### config.mk
export PLATFORM = sky130hd
export DESIGN_NAME = wb_write_sequencer
export DESIGN_NICKNAME = d
export VERILOG_FILES = /design/src/rtl/mips_wb_pkg.sv /design/src/rtl/wb_fifo.sv /design/src/rtl/wb_write_sequencer.sv
export SDC_FILE = /design/constraint.sdc
export NUM_CORES = 1
export LEC_CHECK = 0
export ABC_AREA = 1
export CORE_MARGIN = 8
export CORE_UTILIZATION = 45
export DETAILED_ROUTE_END_ITERATION = 8
export PLACE_DENSITY = 0.81
export REMOVE_ABC_BUFFERS = 1
export SYNTH_ARGS = -nofsm -noshare
export SYNTH_HDL_FRONTEND = slang
export SYNTH_SLANG_ARGS = --single-unit
export TNS_END_PERCENT = 50
### constraint.sdc
create_clock -name clk -period 2.8 [get_ports clk]
set_input_delay 0.7 -clock clk [delete_from_list [all_inputs] [get_ports clk]]
set_output_delay 0.7 -clock clk [all_outputs]
set_load 0.01 [all_outputs]
### src/rtl/mips_wb_pkg.sv
// mips_wb_pkg: shared constants and types for the MIPS writeback sequencer.
//   DATA_W     register data width
//   ADDR_W     register address width (2**ADDR_W architectural registers)
//   REG_ZERO   address of the hard-wired zero register
//   wb_entry_t one pending register write {addr, data}
package mips_wb_pkg;

  localparam int DATA_W = 32;
  localparam int ADDR_W = 5;

  localparam logic [ADDR_W-1:0] REG_ZERO = {ADDR_W{1'b0}};

  typedef struct packed {
    logic [ADDR_W-1:0] addr;
    logic [DATA_W-1:0] data;
  } wb_entry_t;

endpackage : mips_wb_pkg

### src/rtl/wb_fifo.sv
// wb_fifo: circular buffer of wb_entry_t for long-latency results.
//   clk, rst_n   clock, asynchronous active-low reset
//   push         write push_entry at the tail (ignored when full)
//   push_entry   entry to store
//   pop          drop the head entry (ignored when empty)
//   head         current head entry (valid when !empty)
//   full, empty  occupancy flags
//   count        number of buffered entries, 0..DEPTH
// DEPTH must be a power of two so the pointers wrap naturally.
module wb_fifo
  import mips_wb_pkg::*;
#(
  parameter int DEPTH = 4,
  parameter int CNT_W = $clog2(DEPTH) + 1
) (
  input  logic             clk,
  input  logic             rst_n,
  input  logic             push,
  input  wb_entry_t        push_entry,
  input  logic             pop,
  output wb_entry_t        head,
  output logic             full,
  output logic             empty,
  output logic [CNT_W-1:0] count
);

  localparam int PTR_W = $clog2(DEPTH);

  wb_entry_t        mem_q [DEPTH];
  logic [PTR_W-1:0] wr_ptr_q, wr_ptr_d;
  logic [PTR_W-1:0] rd_ptr_q, rd_ptr_d;
  logic [CNT_W-1:0] count_q, count_d;
  logic             push_ok;
  logic             pop_ok;

  assign full    = (count_q == CNT_W'(DEPTH));
  assign empty   = (count_q == {CNT_W{1'b0}});
  assign push_ok = push & ~full;
  assign pop_ok  = pop & ~empty;
  assign head    = mem_q[rd_ptr_q];
  assign count   = count_q;

  // Next pointer and occupancy values.
  always_comb begin
    wr_ptr_d = wr_ptr_q;
    rd_ptr_d = rd_ptr_q;
    count_d  = count_q;
    if (push_ok) begin
      wr_ptr_d = wr_ptr_q + PTR_W'(1);
    end else begin
      wr_ptr_d = wr_ptr_q;
    end
    if (pop_ok) begin
      rd_ptr_d = rd_ptr_q + PTR_W'(1);
    end else begin
      rd_ptr_d = rd_ptr_q;
    end
    case ({push_ok, pop_ok})
      2'b10:   count_d = count_q + CNT_W'(1);
      2'b01:   count_d = count_q - CNT_W'(1);
      default: count_d = count_q;
    endcase
  end

  // Pointer and occupancy registers.
  always_ff @(posedge clk or negedge rst_n) begin
    if (!rst_n) begin
      wr_ptr_q <= {PTR_W{1'b0}};
      rd_ptr_q <= {PTR_W{1'b0}};
      count_q  <= {CNT_W{1'b0}};
    end else begin
      wr_ptr_q <= wr_ptr_d;
      rd_ptr_q <= rd_ptr_d;
      count_q  <= count_d;
    end
  end

  // Storage array; contents are don't-care until counted as occupied.
  always_ff @(posedge clk) begin
    if (push_ok) begin
      mem_q[wr_ptr_q] <= push_entry;
    end
  end

endmodule : wb_fifo

### src/rtl/wb_write_sequencer.sv
// wb_write_sequencer: sole writer of the register file write port.
//   pipe_*       in-order writeback results (highest priority, no backpressure)
//   lu_*         long-latency results via valid/ready into a small FIFO
//   claim_*      long-latency issue, marks destination as pending
//   RegWrite, write_addr, write_data  registered write port
//   pending      bit r set while a long-latency result for r is outstanding
//   fifo_count   buffered long-latency results
// DATA_W/ADDR_W must match the mips_wb_pkg constants (wb_entry_t is fixed).
module wb_write_sequencer #(
  parameter int DATA_W     = mips_wb_pkg::DATA_W,
  parameter int ADDR_W     = mips_wb_pkg::ADDR_W,
  parameter int FIFO_DEPTH = 4
) (
  input  logic                          clk,
  input  logic                          rst_n,
  input  logic                          pipe_valid,
  input  logic [ADDR_W-1:0]             pipe_addr,
  input  logic [DATA_W-1:0]             pipe_data,
  input  logic                          lu_valid,
  output logic                          lu_ready,
  input  logic [ADDR_W-1:0]             lu_addr,
  input  logic [DATA_W-1:0]             lu_data,
  input  logic                          claim_valid,
  input  logic [ADDR_W-1:0]             claim_addr,
  output logic                          RegWrite,
  output logic [ADDR_W-1:0]             write_addr,
  output logic [DATA_W-1:0]             write_data,
  output logic [(2**ADDR_W)-1:0]        pending,
  output logic [$clog2(FIFO_DEPTH):0]   fifo_count
);

  import mips_wb_pkg::*;

  localparam int NREG  = 2 ** ADDR_W;
  localparam int CNT_W = $clog2(FIFO_DEPTH) + 1;

  wb_entry_t         lu_entry;
  wb_entry_t         fifo_head;
  logic              fifo_full;
  logic              fifo_empty;
  logic              fifo_push;
  logic              fifo_pop;
  logic              sel_valid;
  logic [ADDR_W-1:0] sel_addr;
  logic [DATA_W-1:0] sel_data;

  logic              regwrite_q, regwrite_d;
  logic [ADDR_W-1:0] write_addr_q, write_addr_d;
  logic [DATA_W-1:0] write_data_q, write_data_d;
  logic [NREG-1:0]   pending_q, pending_d;

  // Ready is forced low during reset so nothing is accepted then.
  assign lu_ready       = rst_n & ~fifo_full;
  assign fifo_push      = lu_valid & lu_ready;
  assign lu_entry.addr  = lu_addr;
  assign lu_entry.data  = lu_data;

  wb_fifo #(
    .DEPTH (FIFO_DEPTH),
    .CNT_W (CNT_W)
  ) u_fifo (
    .clk        (clk),
    .rst_n      (rst_n),
    .push       (fifo_push),
    .push_entry (lu_entry),
    .pop        (fifo_pop),
    .head       (fifo_head),
    .full       (fifo_full),
    .empty      (fifo_empty),
    .count      (fifo_count)
  );

  // Write source selection: pipeline first, then buffered results.
  always_comb begin
    sel_valid = 1'b0;
    sel_addr  = {ADDR_W{1'b0}};
    sel_data  = {DATA_W{1'b0}};
    fifo_pop  = 1'b0;
    if (pipe_valid) begin
      sel_valid = 1'b1;
      sel_addr  = pipe_addr;
      sel_data  = pipe_data;
    end else if (!fifo_empty) begin
      fifo_pop  = 1'b1;
      sel_valid = 1'b1;
      sel_addr  = fifo_head.addr;
      sel_data  = fifo_head.data;
    end else begin
      sel_valid = 1'b0;
    end
  end

  // Write port next state and scoreboard update.
  always_comb begin
    regwrite_d   = sel_valid & (sel_addr != REG_ZERO);
    write_addr_d = write_addr_q;
    write_data_d = write_data_q;
    pending_d    = pending_q;
    if (sel_valid) begin
      write_addr_d = sel_addr;
      write_data_d = sel_data;
    end else begin
      write_addr_d = write_addr_q;
      write_data_d = write_data_q;
    end
    // Only buffered results retire a claim; pipeline writes leave it alone.
    if (fifo_pop) begin
      pending_d[fifo_head.addr] = 1'b0;
    end else begin
      pending_d = pending_d;
    end
    // Applied after the clear so a same-cycle claim wins.
    if (claim_valid && (claim_addr != REG_ZERO)) begin
      pending_d[claim_addr] = 1'b1;
    end else begin
      pending_d = pending_d;
    end
    pending_d[0] = 1'b0;
  end

  // Registered write port and scoreboard.
  always_ff @(posedge clk or negedge rst_n) begin
    if (!rst_n) begin
      regwrite_q   <= 1'b0;
      write_addr_q <= {ADDR_W{1'b0}};
      write_data_q <= {DATA_W{1'b0}};
      pending_q    <= {NREG{1'b0}};
    end else begin
      regwrite_q   <= regwrite_d;
      write_addr_q <= write_addr_d;
      write_data_q <= write_data_d;
      pending_q    <= pending_d;
    end
  end

  assign RegWrite   = regwrite_q;
  assign write_addr = write_addr_q;
  assign write_data = write_data_q;
  assign pending    = pending_q;

endmodule : wb_write_sequencer

==> run_1/gates.png <==
Drawn at 4 px/um.
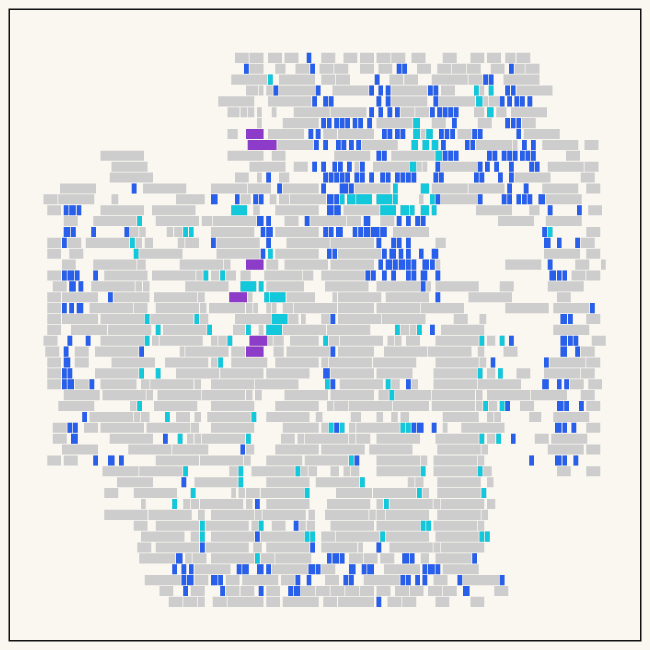
legend:
  blue:
    family: nand cells
    cells: 328
    most_used: nand2_1
    where: spread over the die
  cyan:
    family: nor cells
    cells: 100
    most_used: nor2_1
  purple:
    family: fa/ha/maj cells
    cells: 6
    most_used: ha_1
    where: centre

==> run_1/m4.png <==
Drawn at 3 px/um. Supply wires on this layer in grey.
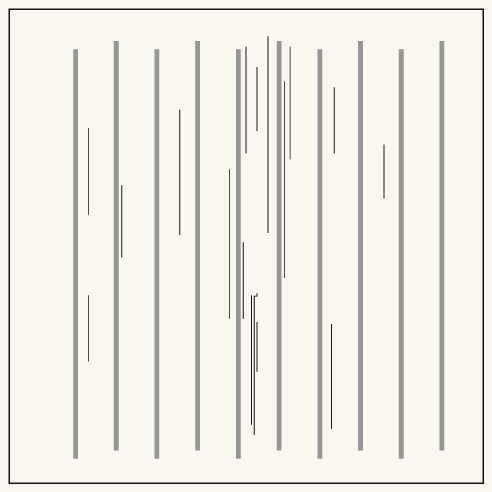
wire length on this layer: 596 um
longest straight run: 65.3 um
vias: 6549
final wirelength: 22.4 mm

==> run_1/route_heat.png <==
Drawn at 2 px/um. The die is cut into 31 by 31 equal tiles; white is low, dark blue is high, scaled to the fullest tile. Values are wire area over tile area, all layers added.
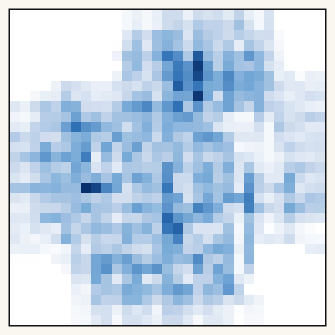
fullest tile: 0.61
mean over tiles: 0.15
tiles over half the peak: 10%
Wirelength per Cell: 17.6 um
GRT Resource Usage Total: 17.9%

==> flow_summary.json, run 1 <==
{
  "ys_seq_share_pct": 70.4,
  "syn_area_per_cell_um2": 10.9,
  "regToRegSetupSlack_ns": 0.64,
  "seq_power_uw": 4670,
  "antenna_found_initial": 2,
  "area_leaders": "edfxtp_1 (49%), dfrtp_1 (21%), nand2_1 (12%)",
  "syn_area_um2": 9010,
  "lay_top_count": "nand2_1",
  "firstDrtPassIters": 6,
  "fillCellCount": 1555,
  "swShare_pct": 32.9,
  "tns_ns": 0,
  "clk_latency_ns": 0.50,
  "slowest_delay_ns": 0.52,
  "grt_pass1_wl_mm": 34.6,
  "r2r_start": "u_fifo.count[1]",
  "die_h_um": 157,
  "max-cap-violations": 0,
  "ys_ff": 224,
  "min_period_ns": 2.64,
  "p_clk_share_pct": 27.7,
  "min_path_type": "input pin to async pin",
  "p_sw_uw": 3990,
  "yosys-top-cells-count": "nand2_1 (276), edfxtp_1 (148), nor2_1 (82)",
  "ys_sh_simple_pct": 19.1,
  "cts.path.max_buffers": 3,
  "first_iter_violations": 469,
  "core-area_um2": 19500,
  "utilization_pct": 60.5,
  "cts.clk_slew.worst_paths_ns": 0.06,
  "critPathBufInv": 1,
  "status": "finished, final reports clean",
  "cp-end-kind": "primary output",
  "worstPathRequired_ns": 2.10,
  "worst_slack_ns": 0.162
}
run 1: layer usage:
layer | share of wire [%] | GRT usage (%) | vias up
li1 | - | - | 3131
met1 | 41 | 21.5 | 3157
met2 | 50 | 31.2 | 217
met3 | 6.4 | 3.70 | 42
met4 | 2.7 | 6.71 | 2
met5 | 0.058 | 0 | -
run 1: cell type report:
class                      instances  area (um2)  share of cell area [%]
timing repair buffer             178        1760                    14.9
clock buffer                      27         591                    5.00
inverter                          22        82.6                   0.699
clock inverter                    14         246                    2.09
multi-input combinational        544        2460                    20.8
antenna                            1        2.50                  0.0212
tap                              265         332                    2.80
sequential                       224        6350                    53.7
==> run 2: changes to the inputs <==
- REMOVE_ABC_BUFFERS: 1 -> default
==> run 2 against run 1 <==
Net effect:
- final area fell by 0.96%
- synthesized cell count did not move
- utilization fell by 0.58 points
- via count rose by 0.38%
- sequential share of layout area rose by 0.52 points
- die area did not move
- flip-flop count did not move
- sequential power barely moved
- combinational power barely moved
- synthesized area did not move
==> flow_summary.json, run 2 <==
{
  "critPathBufInv": 1,
  "regToRegSetupSlack_ns": 0.67,
  "cts_sinks": 224,
  "worstPathRequired_ns": 2.10,
  "r2r-end": "u_fifo.count[2]",
  "grt_pass1_wl_mm": 35.2,
  "syn_area_um2": 9010,
  "lay_top_count": "nand2_1",
  "chipArea_um2": 24800,
  "yosys-stat-area_um2": 9010,
  "finalMaxSlewViolations": 0,
  "r2r_start": "u_fifo.count[0]",
  "first_iter_violations": 476,
  "cts.path.max_buffers": 3,
  "worst_slack_ns": 0.229,
  "highest_layer": "met4",
  "area_leaders": "edfxtp_1 (49%), dfrtp_1 (21%), nand2_1 (12%)",
  "slowest_delay_ns": 0.51,
  "wl_met1_mm": 8.67,
  "min_period_ns": 2.57,
  "clk_latency_ns": 0.51,
  "cp.depth": 3,
  "rows": 51,
  "met3_usage_pct": 4.14,
  "max-cap-violations": 0,
  "ys_ff": 224,
  "drive_gt1_share_pct": 7.44,
  "min_path_type": "input pin to async pin",
  "wl_met2_mm": 11.4,
  "ys_seq_share_pct": 70.4,
  "die_h_um": 157,
  "post-route-period-util_pct": 91.8,
  "status": "finished, final reports clean",
  "wl_per_cell_um": 17.6,
  "vias": 6574,
  "antenna_found_initial": 0,
  "place_congestion": 0.868,
  "io_buffer_count": 156,
  "n_antenna_cell": 0,
  "top_usage_layer": "met2",
  "grt_use_met2_pct": 33.0,
  "track_usage_pct": 18.0,
  "firstDrtPassIters": 5,
  "post-place-ws_ns": 0.412,
  "cp-end-kind": "primary output",
  "tns_ns": 0,
  "yosys-top-cells-count": "nand2_1 (276), edfxtp_1 (148), nor2_1 (82)",
  "wirelength_mm": 22.4,
  "nets": 1081,
  "wl_met3_mm": 1.65
}
-- run 2: kinds of logic (layout without fill, tap and decap cells) --
kind of cell / after synthesis / in the layout / share of synthesized area, %
compound gates: 105 / 105 / 6.36
xor+xnor: 4 / 4 / 0.389
fa+ha+maj: 6 / 6 / 0.917
buf+inv: 58 / 240 / 2.74
flops: 224 / 224 / 70.4
other cells: 1 / 1 / 0.0416
simple gates: 428 / 428 / 19.1
-- run 2: cell type report --
cell class,count,area (um2)
Inverter,22,82.6
Sequential cell,224,6350
Clock buffer,28,604
Multi-Input combinational cell,544,2460
Tap cell,265,332
Timing Repair Buffer,176,1750
Clock inverter,14,124
Fill cell,1598,7820
-- run 2: power by group --
part	internal, uW	switching [uW]
Sequential	4280	366
Clock	1720	1210
Combinational	1700	2380
==> run_2/closeup.png <==
Window x 64 to 94, y 32 to 62 um. Cells in grey, sequential cells in the stronger grey; small squares are vias.
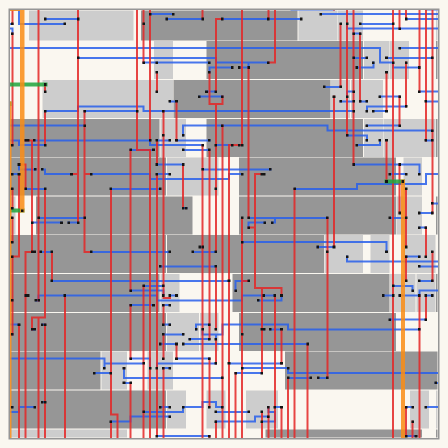
legend:
  blue:
    layer: M1
  red:
    layer: M2
  green:
    layer: M3
  orange:
    layer: M4
sequential cells in the window: 18
most frequent: edfxtp_1 (18), nor2_1 (9), o21ai_0 (7)
cells with their middle in the window: 47
netlist names of flops here include: `u_fifo.mem_q` (18)

Power figures rest on the tool's default switching activity, not on a simulated workload.
